==> config.mk <==
export PLATFORM = sky130hd
export DESIGN_NAME = instr_encoder_flat
export DESIGN_NICKNAME = d
export VERILOG_FILES = /design/src/rtl/instr_encoder_if.sv /design/src/rtl/instr_encoder.sv /design/src/flat_wrapper.sv
export SDC_FILE = /design/constraint.sdc
export NUM_CORES = 1
export LEC_CHECK = 0
export ABC_CLOCK_PERIOD_IN_PS = 3550
export CORE_UTILIZATION = 49
export DETAILED_ROUTE_END_ITERATION = 7
export HOLD_SLACK_MARGIN = 0.1
export PLACE_DENSITY = 0.93
export SLEW_MARGIN = 15
export SYNTH_ARGS = -nofsm -noshare
export SYNTH_HDL_FRONTEND = slang
export SYNTH_SLANG_ARGS = --single-unit
==> constraint.sdc <==
create_clock -name i_clk -period 3.55 [get_ports i_clk]
set_input_delay 0.5325 -clock i_clk [delete_from_list [all_inputs] [get_ports i_clk]]
set_output_delay 0.5325 -clock i_clk [all_outputs]
set_load 0.01 [all_outputs]
==> run_1/registers.png <==
Other sequential cells in the stronger grey, the rest of the logic in the fainter grey.
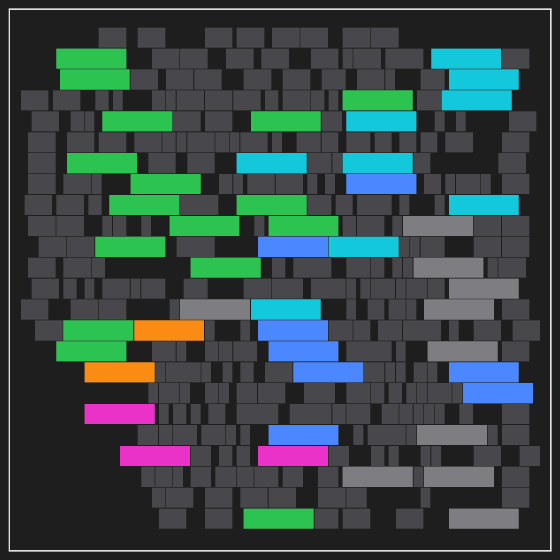
- green: u_core.bus.o_imem_wdata (sequential cells 16)
- cyan: u_core.o_word_count (sequential cells 9)
- blue: u_core.addr_q (sequential cells 8)
- magenta: u_core.state_q (sequential cells 3)
- orange: u_core.pad_cnt_q (sequential cells 2)
- not coloured: 10
flop share of the area: 37.8%
sequential logic power: 0.728 mW
Layout Utilization: 72.0%
sequential cell area: 1200 um^2

==> run_1/clock_map.png <==
The bar under the picture is 20 um long.
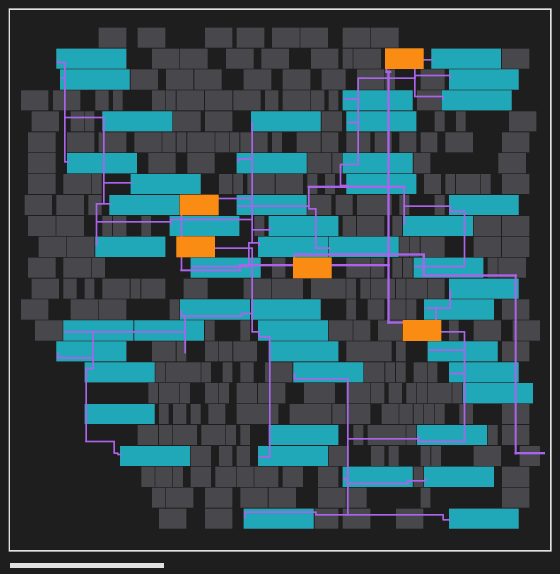
- cyan: flip-flops (count 48)
- orange: cells driving clock nets (count 5)
- purple: clock wires (length 549 um)
- routed clock nets: 6
Latency at later pin: 0.30 ns
worst-case clock skew: 0.00561 ns

==> run_1/drive_strength.png <==
The bar under the picture is 20 um long.
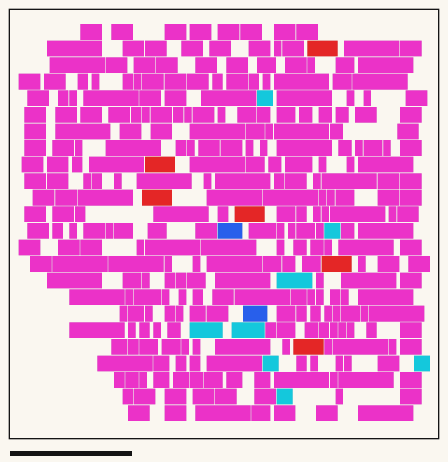
- blue: drive 2 (cells 2; share 0.65%)
- red: drive 6 and up (cells 6; share 2.0%)
- magenta: drive 1 or less (cells 290; share 95%)
- cyan: drive 3 to 4 (cells 8; share 2.6%)
Plain + repair buffers: 81
layout overhead on the synthesized area: 39.3%
total non-filler cell area in the finished layout: 3180 um^2

==> results.cfg, run 1 <==
; implementation run metrics
[run]
cap_violations = 0

[grt]
groute.layer.met3.usage_pct = 4.33
busiest_grt_layer = met2
grt_pass1_vias = 1973
overflow = 0
grt_use_met1_pct = 29.3

[timing]
rsz_0062_raised_after_global_routing = no
worstMarginPinSlew_ns = 0.718
tns_ns = 0
fin_hold_viols = 0

[logic_synthesis]
number_of_enable_type_register_cells_in_the_synthesized_netlist = 0
numSynthFlops = 48
synthesis.area_um2 = 2280
synth.top_cells.by_count = 48 x sky130_fd_sc_hd__dfrtp_1, 47 x sky130_fd_sc_hd__nand2_1, 23 x sky130_fd_sc_hd__o21ai_0, 14 x sky130_fd_sc_hd__nor2_1, 13 x sky130_fd_sc_hd__mux2i_1
postSynthAreaPerCell_um2 = 10.0
area_contributors_post_synth = sky130_fd_sc_hd__dfrtp_1 53%, sky130_fd_sc_hd__nand2_1 7.7%, sky130_fd_sc_hd__mux2i_1 5.7%
synthesis.instances = 228

[outcome]
status = finished clean

[detailed_routing]
drt_first_pass_iters = 4
route.detailed.vias_per_inst = 5.54
route.detailed.drc = 0
vias = 1983

[clock_tree]
post-cts-setup-buffers = 0
clk_path_buf_depth = 2
htree_levels = 2
total_clock_buffers_created_by_cts = 5

[setup_path]
timing.critical_path.from_type = flop
cp_slowest_stage_delay_ns = 0.63
critPathTopFamily = buffers and inverters

[pwr]
power.ir.vdd_worst_uv = 309

[die]
placeable_core_region_um2 = 4410
chip_area_um2 = 4930
die_h_um = 70.2

[placed_design]
hpwlAfterDp_mm = 3.86
place.port_buffers = 77
run 1: report_power, final:
| part | internal, mW | switching [mW] | total, mW |
|---|---|---|---|
| Sequential | 0.653 | 0.0750 | 0.728 |
| Clock | 0.159 | 0.173 | 0.332 |
| Combinational | 0.288 | 0.223 | 0.511 |
| Total | 1.10 | 0.471 | 1.57 |
run 1: logic make-up (layout without fill, tap and decap cells):
logic type      Yosys count  in the layout  synth area share, %
buf+inv                  18             96                 3.67
flops                    48             48                 52.6
compound gates           39             39                 10.2
simple gates             88             88                 18.1
xor+xnor                 15             15                 5.76
mux                      17             17                 8.00
fa+ha+maj                 3              3                 1.64
run 1: area by class of cell:
| class | count | area share (%) |
|---|---|---|
| flip-flops and latches | 48 | 37.8 |
| multi-input cells | 162 | 31.4 |
| repair buffers | 81 | 25.1 |
| clock buffers | 8 | 2.83 |
| well taps | 52 | 2.05 |
| inverters | 7 | 0.827 |
run 1: layout by cell type (no fill, tap or decap), drive strengths merged:
master         synthesis  layout
clkdlybuf4s50          0      76
dfrtp                 48      48
nand2                 47      47
o21ai                 23      23
nor2                  14      14
mux2i                 13      13
xor2                  10      10
nand4                  9       9
clkbuf                 5       8
inv                    7       7
xnor2                  5       5
buf                    6       5
nor3                   5       5
and3                   4       4
a21oi                  4       4
mux2                   4       4
a22o                   3       3
ha                     3       3
nor3b                  2       2
or3b                   2       2
o22a                   2       2
nand3b                 1       1
a21o                   1       1
nand3                  1       1
a211oi                 1       1
or2b                   1       1
and2b                  1       1
a31oi                  1       1
o31a                   1       1
o311ai                 1       1
o21a                   1       1
and2                   1       1
a22oi                  1       1
run 1: layer usage:
| metal | up-vias | part of all wire, % |
|---|---|---|
| li1 | 932 | - |
| met1 | 954 | 42 |
| met2 | 88 | 50 |
| met3 | 9 | 6.0 |
| met4 | 0 | 1.7 |
| met5 | - | 0 |
run 1: through the flow:
step	hold slack (ns)	total power [mW]	util, %	cells	worst slack (ns)
2_1_floorplan	0.237	0.947	-	228	1.57
3_3_place_gp	0.463	1.23	69.9	350	0.994
3_5_place_dp	0.467	1.25	69.9	350	0.881
4_1_cts	0.444	1.58	71.9	358	1.19
5_1_grt	0.280	1.66	72.0	358	1.06
6_report	0.231	1.57	72.0	358	1.17
run 1: worst reg2reg max path: cells and delay by family (launching register included):
kind	cells	cell delay, ns
AND/OR/NAND/NOR	3	0.60
AND-OR/OR-AND	1	0.34
XOR/XNOR	1	0.18
buffers and inverters	2	0.54
flip-flops	1	0.46
==> run_1/gate_families.png <==
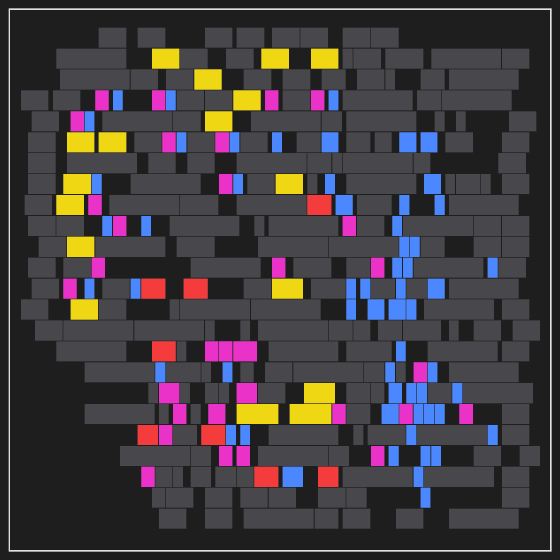

==> inputs of run 2 (changes only) <==
--- a/config.mk
+++ b/config.mk
@@ -5,11 +5,11 @@
 export SDC_FILE = /design/constraint.sdc
 export NUM_CORES = 1
 export LEC_CHECK = 0
-export ABC_CLOCK_PERIOD_IN_PS = 3550
-export CORE_UTILIZATION = 49
+export ABC_CLOCK_PERIOD_IN_PS = 2400
+export CORE_UTILIZATION = 45
 export DETAILED_ROUTE_END_ITERATION = 7
 export HOLD_SLACK_MARGIN = 0.1
-export PLACE_DENSITY = 0.93
+export PLACE_DENSITY = 0.87
 export SLEW_MARGIN = 15
 export SYNTH_ARGS = -nofsm -noshare
 export SYNTH_HDL_FRONTEND = slang
==> constraint.sdc (replaced) <==
create_clock -name i_clk -period 2.4 [get_ports i_clk]
set_input_delay 0.36 -clock i_clk [delete_from_list [all_inputs] [get_ports i_clk]]
set_output_delay 0.36 -clock i_clk [all_outputs]
set_load 0.01 [all_outputs]
==> run_2/gate_families.png <==
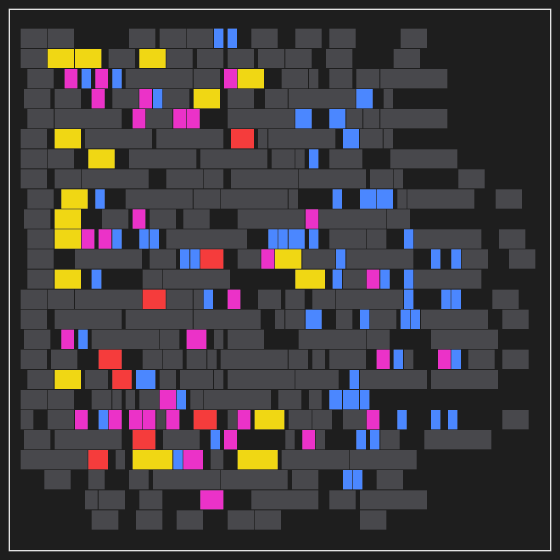
- blue: NAND gates (cells 58)
- red: AND-OR and OR-AND gates (cells 8)
- magenta: inverting AOI/OAI gates (cells 31)
- yellow: multiplexers (cells 17)
multi-input gate share of total cell area: 30.5%
highest-count logic cell in the final layout: sky130_fd_sc_hd__clkdlybuf4s50_1

==> run_2/clock_map.png <==
The bar under the picture is 20 um long.
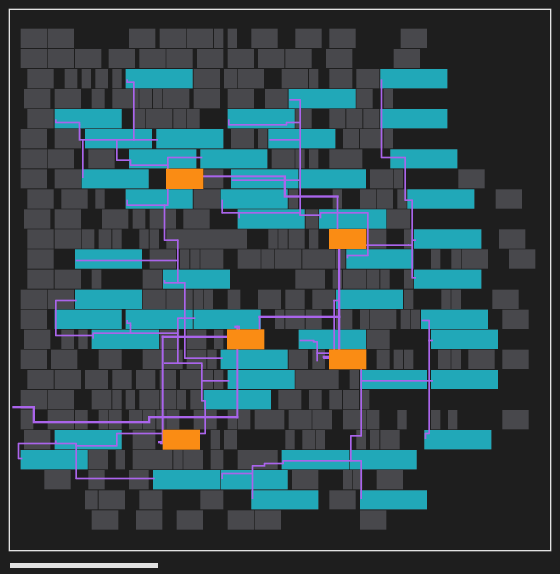
- purple: clock wires (length 554 um)
- cyan: flip-flops (count 48)
- orange: cells driving clock nets (count 5)
- routed clock nets: 6
Clock group: 0.590 mW
worst-case clock skew: 0.00550 ns
clock share of power: 24.3%
Latency at later pin: 0.31 ns

==> run_2/final_clocks.png <==
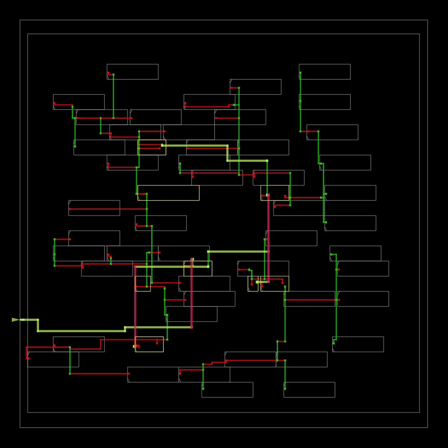
final-layout clock buffer total: 5
layout sequential cell count: 48
total clock buffers created by CTS: 5
Clock Sinks: 48

==> run 2 against run 1 <==
  * Setup slack got worse by 0.97 ns
  * Combinational power increased by 49%
  * Clock-buffer cell count fell by 3
  * Sequential share of layout area fell by 1.1 points
  * Register-to-register slack worse by 1.0 ns
  * Die area rose by 8.6%
  * Final cell count rose by 6.1%
  * Via count fell by 2.8%
  * First-iteration DRC count decreased by 48%
  * Critical endpoint unchanged
==> results.cfg, run 2 <==
; implementation run metrics
[outcome]
status = finished clean

[timing]
worstMarginPinSlew_ns = 0.668
finalHoldWorstSlack_ns = 0.478
rsz_0062_raised_after_global_routing = no
tns_ns = 0
fin_hold_viols = 0

[logic_synthesis]
area_contributors_post_synth = sky130_fd_sc_hd__dfrtp_1 53%, sky130_fd_sc_hd__nand2_1 7.7%, sky130_fd_sc_hd__mux2i_1 5.7%
synthesis.instances = 228
synthesis.area_um2 = 2280
number_of_enable_type_register_cells_in_the_synthesized_netlist = 0
postSynthAreaPerCell_um2 = 10.0

[die]
die_h_um = 73.2
placeable_core_region_um2 = 4790

[layout]
area_growth_syn_to_layout_pct = 43.3
final_cell_mix = 76 x sky130_fd_sc_hd__clkdlybuf4s50_1, 48 x sky130_fd_sc_hd__dfrtp_1, 47 x sky130_fd_sc_hd__nand2_1, 23 x sky130_fd_sc_hd__o21ai_0, 14 x sky130_fd_sc_hd__nor2_1

[grt]
overflow = 0

[pwr]
power.ir.vdd_worst_uv = 476

[detailed_routing]
route.detailed.drc = 0
route.detailed.vias_per_inst = 5.07
vias = 1928
drt_first_pass_iters = 5

[placed_design]
place.port_buffers = 77
hpwlAfterDp_mm = 3.86

[setup_path]
timing.critical_path.from_type = flop
==> run 2: routing by layer <==
metal / track usage (%) / wire length (um)
met1: 27.4 / 2170
met2: 34.3 / 2520
met3: 5.80 / 415
met5: 0 / 0
met4: 6.54 / 42
==> run 2: final cells by class <==
class | count | area [um^2] | area share (%)
clock buffer | 5 | 68.8 | 2.10
sequential | 48 | 1200 | 36.7
multi-input combinational | 162 | 997 | 30.5
timing repair buffer | 88 | 851 | 26.0
clock inverter | 3 | 42.5 | 1.30
inverter | 7 | 26.3 | 0.803
tap | 67 | 83.8 | 2.56
==> run 2: timing repair <==
item | in CTS | in global routing
setup endpoints to repair | 0 | 0
hold buffers | 1 | 0
setup buffers | 0 | 0
endpoints found under the hold margin | 26 | 0
==> run 2: per-stage QoR <==
stage	instance area, um^2	worst slack (ns)
2_1_floorplan	2280	0.595
3_3_place_gp	3150	0.218
3_5_place_dp	3150	0.147
4_1_cts	3270	0.218
5_1_grt	3270	0.0710
6_report	3270	0.199
==> run 2: cell families after synthesis <==
| logic type | count (synthesis) | synth area share (%) |
|---|---|---|
| compound gates | 39 | 10.2 |
| fa+ha+maj | 3 | 1.64 |
| flops | 48 | 52.6 |
| xor+xnor | 15 | 5.76 |
| buf+inv | 18 | 3.67 |
| simple gates | 88 | 18.1 |
| mux | 17 | 8.00 |
==> run 2: tightest hold or removal path, stage by stage (launching register included) <==
cell	delay [ns]
sky130_fd_sc_hd__dfrtp_1	0.35
sky130_fd_sc_hd__nand2_1	0.05
sky130_fd_sc_hd__nand2_1	0.05
==> run 2: power by group <==
group	switching (mW)	total, mW	internal, mW
registers	0.111	1.08	0.965
logic	0.325	0.762	0.437
clock network	0.281	0.590	0.308
total	0.717	2.43	1.71
Power is estimated from default activity; no workload was simulated.
